File: src/rtl/key_conditioner_if.sv
// Push-button conditioner signal bundle: raw key input and the conditioned event/level outputs.
// The master side is the conditioner; the slave side is whatever consumes the key events.
interface key_conditioner_if;
  logic key_n;
  logic key_pulse;
  logic key_state;
  logic key_level;
  logic long_pulse;
  logic repeat_pulse;
  logic release_pulse;

  modport master (
    input  key_n,
    output key_pulse,
    output key_state,
    output key_level,
    output long_pulse,
    output repeat_pulse,
    output release_pulse
  );

  modport slave (
    output key_n,
    input  key_pulse,
    input  key_state,
    input  key_level,
    input  long_pulse,
    input  repeat_pulse,
    input  release_pulse
  );
endinterface

File: src/rtl/key_conditioner.sv
// Push-button conditioner: synchronises a bouncing active-low key, debounces press and release,
// and emits press/release pulses, a run/pause toggle, a debounced level and a long-press pulse.
// Define KEY_REPEAT_EN to add auto-repeat pulses while the key stays held after a long press;
// without it repeat_pulse is tied low and no repeat logic exists.
module key_conditioner #(
  parameter logic [23:0] DEBOUNCE_CYCLES = 24'd240_000,
  parameter logic [23:0] LONG_CYCLES     = 24'd12_000_000,
  parameter logic [23:0] REPEAT_CYCLES   = 24'd2_400_000
) (
  input logic                clk_in,
  input logic                rst_in,
  key_conditioner_if.master  key_if
);

  typedef enum logic [2:0] {
    StIdle,
    StPressDb,
    StHeld,
    StLong,
    StReleaseDb
  } state_e;

  state_e      state_q;
  logic [23:0] dcnt_q;
  logic [23:0] hcnt_q;
  logic        sync1_q;
  logic        key_s_q;
  logic        from_long_q;  // which held state RELEASE_DB returns to on a bounce
  logic        key_pulse_q;
  logic        key_state_q;
  logic        key_level_q;
  logic        long_pulse_q;
  logic        release_pulse_q;

`ifdef KEY_REPEAT_EN
  logic        repeat_pulse_q;
  assign key_if.repeat_pulse = repeat_pulse_q;
`else
  logic        unused_repeat_cycles;
  assign unused_repeat_cycles = ^REPEAT_CYCLES;
  assign key_if.repeat_pulse  = 1'b0;
`endif

  assign key_if.key_pulse     = key_pulse_q;
  assign key_if.key_state     = key_state_q;
  assign key_if.key_level     = key_level_q;
  assign key_if.long_pulse    = long_pulse_q;
  assign key_if.release_pulse = release_pulse_q;

  // Two-flop synchroniser for the asynchronous key; idles high (released).
  always_ff @(posedge clk_in) begin
    if (rst_in) begin
      sync1_q <= 1'b1;
      key_s_q <= 1'b1;
    end else begin
      sync1_q <= key_if.key_n;
      key_s_q <= sync1_q;
    end
  end

  // Debounce / hold FSM with registered level and single-cycle event outputs.
  always_ff @(posedge clk_in) begin
    if (rst_in) begin
      state_q         <= StIdle;
      dcnt_q          <= '0;
      hcnt_q          <= '0;
      from_long_q     <= 1'b0;
      key_pulse_q     <= 1'b0;
      key_state_q     <= 1'b0;
      key_level_q     <= 1'b0;
      long_pulse_q    <= 1'b0;
      release_pulse_q <= 1'b0;
`ifdef KEY_REPEAT_EN
      repeat_pulse_q  <= 1'b0;
`endif
    end else begin
      key_pulse_q     <= 1'b0;
      long_pulse_q    <= 1'b0;
      release_pulse_q <= 1'b0;
`ifdef KEY_REPEAT_EN
      repeat_pulse_q  <= 1'b0;
`endif
      unique case (state_q)
        StIdle: begin
          if (!key_s_q) begin
            state_q <= StPressDb;
            dcnt_q  <= '0;
          end
        end
        StPressDb: begin
          if (key_s_q) begin
            state_q <= StIdle;
            dcnt_q  <= '0;
          end else if (dcnt_q == DEBOUNCE_CYCLES - 24'd1) begin
            state_q     <= StHeld;
            hcnt_q      <= '0;
            from_long_q <= 1'b0;
            key_pulse_q <= 1'b1;
            key_level_q <= 1'b1;
            key_state_q <= ~key_state_q;
          end else begin
            dcnt_q <= dcnt_q + 24'd1;
          end
        end
        StHeld: begin
          // A release edge wins over the long-press compare; hcnt stays frozen meanwhile.
          if (key_s_q) begin
            state_q     <= StReleaseDb;
            dcnt_q      <= '0;
            from_long_q <= 1'b0;
          end else if (hcnt_q == LONG_CYCLES - 24'd1) begin
            state_q      <= StLong;
            long_pulse_q <= 1'b1;
            hcnt_q       <= '0;
          end else begin
            hcnt_q <= hcnt_q + 24'd1;
          end
        end
        StLong: begin
          if (key_s_q) begin
            state_q     <= StReleaseDb;
            dcnt_q      <= '0;
            from_long_q <= 1'b1;
`ifdef KEY_REPEAT_EN
          end else if (hcnt_q == REPEAT_CYCLES - 24'd1) begin
            repeat_pulse_q <= 1'b1;
            hcnt_q         <= '0;
          end else begin
            hcnt_q <= hcnt_q + 24'd1;
          end
`else
          end else begin
            hcnt_q <= '0;
          end
`endif
        end
        StReleaseDb: begin
          if (!key_s_q) begin
            state_q <= from_long_q ? StLong : StHeld;
          end else if (dcnt_q == DEBOUNCE_CYCLES - 24'd1) begin
            state_q         <= StIdle;
            dcnt_q          <= '0;
            key_level_q     <= 1'b0;
            release_pulse_q <= 1'b1;
          end else begin
            dcnt_q <= dcnt_q + 24'd1;
          end
        end
        default: state_q <= StIdle;
      endcase
    end
  end

endmodule

File: src/flat_wrapper.sv
// flat-port wrapper written by rule: the top's interface ports become plain ports
module key_conditioner_flat 
#(
  parameter logic [23:0] DEBOUNCE_CYCLES = 24'd240_000,
  parameter logic [23:0] LONG_CYCLES     = 24'd12_000_000,
  parameter logic [23:0] REPEAT_CYCLES   = 24'd2_400_000
)
  (clk_in, rst_in, key_if_key_n, key_if_key_pulse, key_if_key_state, key_if_key_level, key_if_long_pulse, key_if_repeat_pulse, key_if_release_pulse);
  key_conditioner_if key_if_i ();
  input logic clk_in;
  input logic rst_in;
  input wire logic [$bits(key_if_i.key_n)-1:0] key_if_key_n;
  output wire logic [$bits(key_if_i.key_pulse)-1:0] key_if_key_pulse;
  output wire logic [$bits(key_if_i.key_state)-1:0] key_if_key_state;
  output wire logic [$bits(key_if_i.key_level)-1:0] key_if_key_level;
  output wire logic [$bits(key_if_i.long_pulse)-1:0] key_if_long_pulse;
  output wire logic [$bits(key_if_i.repeat_pulse)-1:0] key_if_repeat_pulse;
  output wire logic [$bits(key_if_i.release_pulse)-1:0] key_if_release_pulse;
  assign key_if_i.key_n = key_if_key_n;
  assign key_if_key_pulse = key_if_i.key_pulse;
  assign key_if_key_state = key_if_i.key_state;
  assign key_if_key_level = key_if_i.key_level;
  assign key_if_long_pulse = key_if_i.long_pulse;
  assign key_if_repeat_pulse = key_if_i.repeat_pulse;
  assign key_if_release_pulse = key_if_i.release_pulse;
  key_conditioner #(.DEBOUNCE_CYCLES(DEBOUNCE_CYCLES), .LONG_CYCLES(LONG_CYCLES), .REPEAT_CYCLES(REPEAT_CYCLES)) u_core (.clk_in(clk_in), .rst_in(rst_in), .key_if(key_if_i));
endmodule
File: config.mk
export PLATFORM = sky130hd
export DESIGN_NAME = key_conditioner_flat
export DESIGN_NICKNAME = d
export VERILOG_FILES = /design/src/rtl/key_conditioner_if.sv /design/src/rtl/key_conditioner.sv /design/src/flat_wrapper.sv
export SDC_FILE = /design/constraint.sdc
export NUM_CORES = 1
export LEC_CHECK = 0
export CAP_MARGIN = 20
export CORE_UTILIZATION = 40
export DETAILED_ROUTE_END_ITERATION = 16
export SLEW_MARGIN = 30
export SYNTH_ARGS = -nofsm -noshare
export SYNTH_HDL_FRONTEND = slang
export SYNTH_SLANG_ARGS = --single-unit
File: constraint.sdc
create_clock -name clk_in -period 1.88 [get_ports clk_in]
set_input_delay 0.376 -clock clk_in [delete_from_list [all_inputs] [get_ports clk_in]]
set_output_delay 0.376 -clock clk_in [all_outputs]
set_load 0.005 [all_outputs]
==> GITHUB_STEP_SUMMARY <==
### Flow metrics

| Metric | Value |
|---|---|
| Status | `finished clean` |
| Post-Syn Nets | `roughly 380` |
| CP required | `between 2000 and 2500 ps` |
| Placed cell area | `approximately 3800 sq um` |
| H-tree depth | `3` |
| Logic pwr share | `under 10%` |
| Synth cell types | `roughly 56` |
| Fin. max-slew vios | `0` |
| Nonclk buf count | `between 70 and 80` |
| Cell taking the most area after synthesis | `dfxtp_1` |
| HP Start | `u_core.sync1_q` |
| Chip area in the Yosys report | `between 3000 and 4000 sq um` |
| Fp util | `41.5%` |
| Num sequential | `59` |
| Top cells by area | `dfxtp_1, xor2_1, nor2_1, nand3_1, o21ai_0` |
| Commonest Layout Cell | `buf_4` |
| Via/cell ratio | `approximately 5.5` |
| Top routing layer in use | `met4` |
| EDFF count, synth | `0` |
| Die W | `~92 um` |
| Reg power frac | `52.4%` |
| Synth Instances | `~380` |
| P&R area growth vs syn | `30.8%` |
| Clock transition at path regs | `~70 ps` |
| Worst-path cell chain | `nor4b_4 > nand4b_4 > nor3_4 > buf_6 > nor2_1 > o21ai_1 > a21oi_1` |
| DR WL/cell | `approximately 15 um` |
| Pwr Total | `around 2.4 mW` |
| GRT met3 Usage | `under 10%` |
| CP arrival | `~2100 ps` |
| Biggest regs | `u_core.dcnt_q (24), u_core.hcnt_q (24), u_core.state_q (3)` |
| Sw frac | `between 20% and 30%` |
| I/O pin total | `9` |
| Bufs on Longest Clock Path | `2` |
| Psw | `~0.6 mW` |
| CTS tree | `built` |
| Crit Reg-Reg Endpoint | `u_core.hcnt_q[12]` |
| Final Cell Area | `between 4000 and 5000 sq um` |
| Hold Worst Slack | `413 ps` |
| Unrepaired setup endpoints after global routing | `yes` |
| Core ar. | `just under 8000 sq um` |
| DRC violations left | `0` |
| Post-CTS Setup Bufs | `0` |
| M1 WL | `between 3000 and 4000 um` |
| Kind of cell adding the most delay to the critical path | `simple AND/OR/NAND/NOR gates` |
| Combinational power | `0.0993 mW` |
| Worst slack at placement | `-77.9 ps` |
| Finished Layout Cells | `~550` |
| Tap cell count | `102` |
| Crit-path slowest cell | `dfxtp_2` |
| Synth logic family | `simple AND/OR/NAND/NOR gates` |
| I/O Buffers | `7` |
| Pwr Density | `roughly 570 nW/um^2` |
| Sink Count | `around 60` |
| Worst slew pin tran | `around 570 ps` |
| Count leader, synth | `dfxtp_1` |
| GRT Overall Usage | `around a fifth` |
| Post-Syn Area per Cell | `between 8 and 9 sq um` |
| CP Launch Point | `u_core.dcnt_q[14]` |
| Sum Neg Setup Slack | `0 ps` |
| Nature of the critical path startpoint | `flip-flop` |
### Clock wires, drivers and flops

Drawn at 3 px/um.
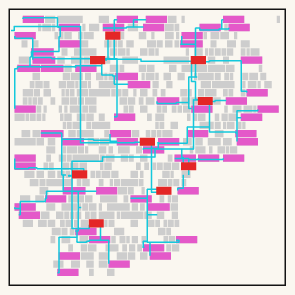
[flip-flops] magenta | count: 59
[clock wires] cyan | length: 891 um
[clock-net drivers] red | count: 9
routed clock nets: 10
flops lie: widely spread

### Signal wires by layer

Drawn at 4 px/um.
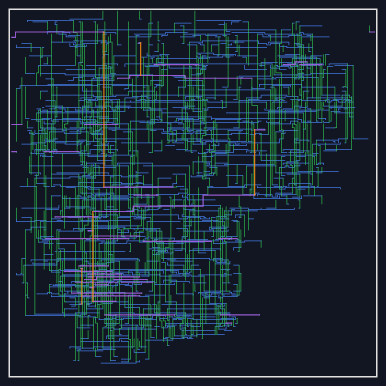
[M3] purple | wire length: 382 um
[M4] orange | wire length: 94.5 um
[M2] green | wire length: 3840 um
[M1] blue | wire length: 3920 um

Power is estimated from default activity; no workload was simulated.
